`src/rtl/filt_arith_core.sv`:
```
// Arithmetic primitives for the fixed-point IIR datapath: a registered signed
// 8x8 multiplier plus independent 16-bit and 8-bit ripple-carry adders.

module ripple_add #(
  parameter int unsigned WIDTH = 8
) (
  input  logic [WIDTH-1:0] a,
  input  logic [WIDTH-1:0] b,
  input  logic             cin,
  output logic [WIDTH-1:0] sum,
  output logic             cout
);

  logic [WIDTH:0] carry;

  assign carry[0] = cin;

  // One full adder per bit, carry rippling from LSB to MSB
  for (genvar i = 0; i < int'(WIDTH); i++) begin : g_fa
    assign sum[i]     = a[i] ^ b[i] ^ carry[i];
    assign carry[i+1] = (a[i] & b[i]) | (carry[i] & (a[i] ^ b[i]));
  end

  assign cout = carry[WIDTH];

endmodule

module filt_arith_core (
  input  logic        clk,
  input  logic        reset,
  input  logic [7:0]  mul_a,
  input  logic [7:0]  mul_b,
  output logic [15:0] mul_p,
  input  logic [15:0] add16_a,
  input  logic [15:0] add16_b,
  input  logic        add16_cin,
  output logic [15:0] add16_sum,
  output logic        add16_cout,
  input  logic [7:0]  add8_a,
  input  logic [7:0]  add8_b,
  input  logic        add8_cin,
  output logic [7:0]  add8_sum,
  output logic        add8_cout
);

  localparam int unsigned OP_W   = 8;
  localparam int unsigned PROD_W = 16;

  logic [PROD_W-1:0] a_ext;
  logic [PROD_W-1:0] pp [OP_W];
  logic [PROD_W-1:0] prod_c;

  assign a_ext = {{(PROD_W - OP_W){mul_a[OP_W-1]}}, mul_a};

  // Sign-extended partial products; the MSB row of a signed multiplier has
  // negative weight, so it is two's-complement negated before reduction.
  for (genvar i = 0; i < int'(OP_W); i++) begin : g_pp
    if (i == int'(OP_W) - 1) begin : g_neg
      assign pp[i] = mul_b[i] ? PROD_W'(~(a_ext << i) + PROD_W'(1)) : '0;
    end else begin : g_pos
      assign pp[i] = mul_b[i] ? PROD_W'(a_ext << i) : '0;
    end
  end

  always_comb begin
    prod_c = '0;
    for (int i = 0; i < int'(OP_W); i++) begin
      prod_c = PROD_W'(prod_c + pp[i]);
    end
  end

  // Product register: one-cycle latency, cleared asynchronously by reset
  always_ff @(posedge clk or negedge reset) begin
    if (!reset) begin
      mul_p <= '0;
    end else begin
      mul_p <= prod_c;
    end
  end

  ripple_add #(.WIDTH(16)) u_add16 (
    .a    (add16_a),
    .b    (add16_b),
    .cin  (add16_cin),
    .sum  (add16_sum),
    .cout (add16_cout)
  );

  ripple_add #(.WIDTH(8)) u_add8 (
    .a    (add8_a),
    .b    (add8_b),
    .cin  (add8_cin),
    .sum  (add8_sum),
    .cout (add8_cout)
  );

endmodule

```
`config.mk`:
```
export PLATFORM = sky130hd
export DESIGN_NAME = filt_arith_core
export DESIGN_NICKNAME = d
export VERILOG_FILES = /design/src/rtl/filt_arith_core.sv
export SDC_FILE = /design/constraint.sdc
export NUM_CORES = 1
export LEC_CHECK = 0
export CAP_MARGIN = 20
export CORE_MARGIN = 5
export CORE_UTILIZATION = 48
export CTS_BUF_LIST = sky130_fd_sc_hd__clkbuf_16
export DETAILED_ROUTE_END_ITERATION = 7
export GPL_ROUTABILITY_DRIVEN = 0
export PLACE_DENSITY_LB_ADDON = 0.05
export SYNTH_ARGS = -nofsm -noshare
export SYNTH_HDL_FRONTEND = slang
export SYNTH_SLANG_ARGS = --single-unit
```
`constraint.sdc`:
```
create_clock -name clk -period 15.1 [get_ports clk]
set_input_delay 3.775 -clock clk [delete_from_list [all_inputs] [get_ports clk]]
set_output_delay 3.775 -clock clk [all_outputs]
set_load 0.005 [all_outputs]
```
cell_classes.png
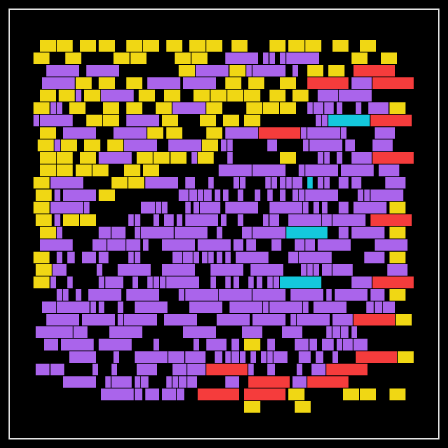
color	class	cells
red	flip-flops	16
purple	all other logic	302
cyan	clock drivers and dummy loads	4
yellow	other buffers and delay cells	109
post-route cell area: 4587 µm²
sequential share of cell area: 0.08729
# rows: 30
post-layout util: 0.6751
core area: 6794 µm²

port_nets.png
Scale bar: 20 µm.
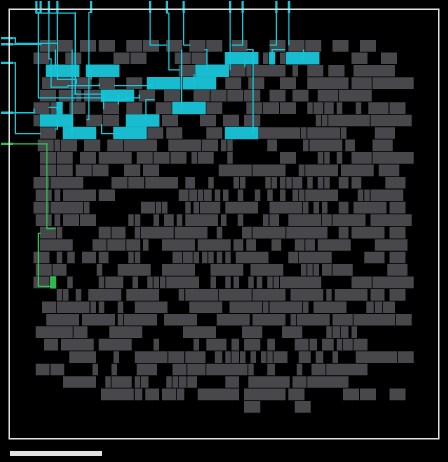
color	port	bits	direction	edge	end cells	wire
cyan	add16_a	16	input	12 top, 4 left	16	372 µm
green	add8_cout	1	output	left	1	43.4 µm
Port Buffers: 109
# IOs: 110

==> CHANGELOG.md <==
### Implementation results

* Antenna-violating nets left at 0
* Setup crit end kind: output pin
* Nets at 601
* Post-cts repair resize count at 0
* Clock transition at the registers of the reported paths at 0.05 ns
* DR vias at between 2000 and 3000
* Top flop regs: mul_p x16
* Final setup vio count at 0
* Log Warnings at 26
* Crit share post-route at 0.9790
* # Cells Yosys at 329
* Cell taking the most area after synthesis: fa_1
* Mapped Area at 3347 µm²
* Status: finished, final reports clean
* Netlist cell types at 33
* Dominant register cell: dfrtp_1
* Async S/R FF share, synth at 1.000
* Total Routed Length at between 7000 and 8000 µm
* Worst Hold Class: input pin to asynchronous set/reset pin
* YS warnings at 0
* Clk Tree Root Cell: clkbuf_16
* P_seq at 0.0702 mW
* DR iter-0 viols at 121
* Setup WS post-layout at 0.3172 ns
* Critical Path Sink: add16_sum[15]
* Syn Inst Count at 329
* Pint at 0.3248 mW
* WP buf/inv at 6
* Dpl cells at between 500 and 600
* All-Layer GR Usage at 0.1870
* Share of layout cells above drive strength 1 at 0.01624
* CP max stage cell: clkdlybuf4s50_1
* Post-detail-place hpwl at roughly 7000 µm
* Post CTS Setup Buffer Count at 0
* Crit Path Category: input pin to output pin
* Clock network fraction of total power at 0.094
* Max clock buf depth at 2
* Startpoint types: input pin
* Syn_nets at 498
* Slowest stage delay, CP at 0.50 ns
* Final critical-path required period at 14.78 ns
final_congestion.png
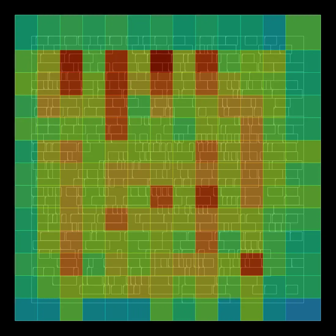
met1 Track Usage GR: 0.2195
wire length per cell: 14.53 µm
met3 usage: 0.02816

pdn.png
Scale bar: 20 µm. Pins as bars on the die edge.
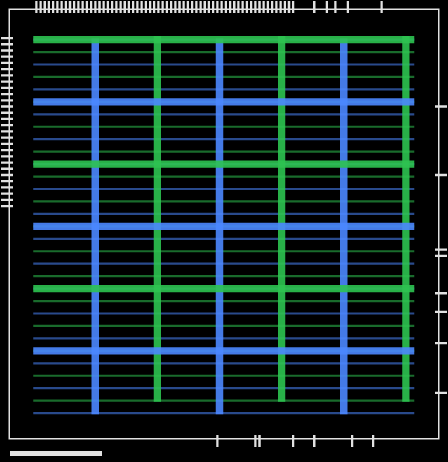
color	net
green	VDD
blue	VSS
met4 straps	6
signal pins	110
met1 rails	31
met5 straps	6
rows	30
Die Ht: 93.51 µm
Die W: 93.51 µm
VDD IR-drop max: 0.0001186 V

-- kinds of logic after synthesis --
group	count (synthesis)	synth area share
buffers and inverters	82	0.09458
adders and majority gates	101	0.5593
xor gates and xnor gates	18	0.05346
AOI/OAI and AO/OA	25	0.04935
DFF	16	0.1196
and+or+nand+nor	87	0.1237
-- cell type report --
type,count,share of cell area
flip-flops and latches,16,0.08729
multi-input cells,231,0.5734
repair buffers,109,0.2379
well taps,96,0.02619
inverters,71,0.05810
clock inverters,1,0.0008183
clock buffers,3,0.01637
-- metal layers --
layer  vias up  part of all wire
met5         -                 0
met1      1311              0.37
li1       1183                 -
met2        69              0.56
met3        13             0.048
met4         0             0.022
Power is estimated from default activity; no workload was simulated.
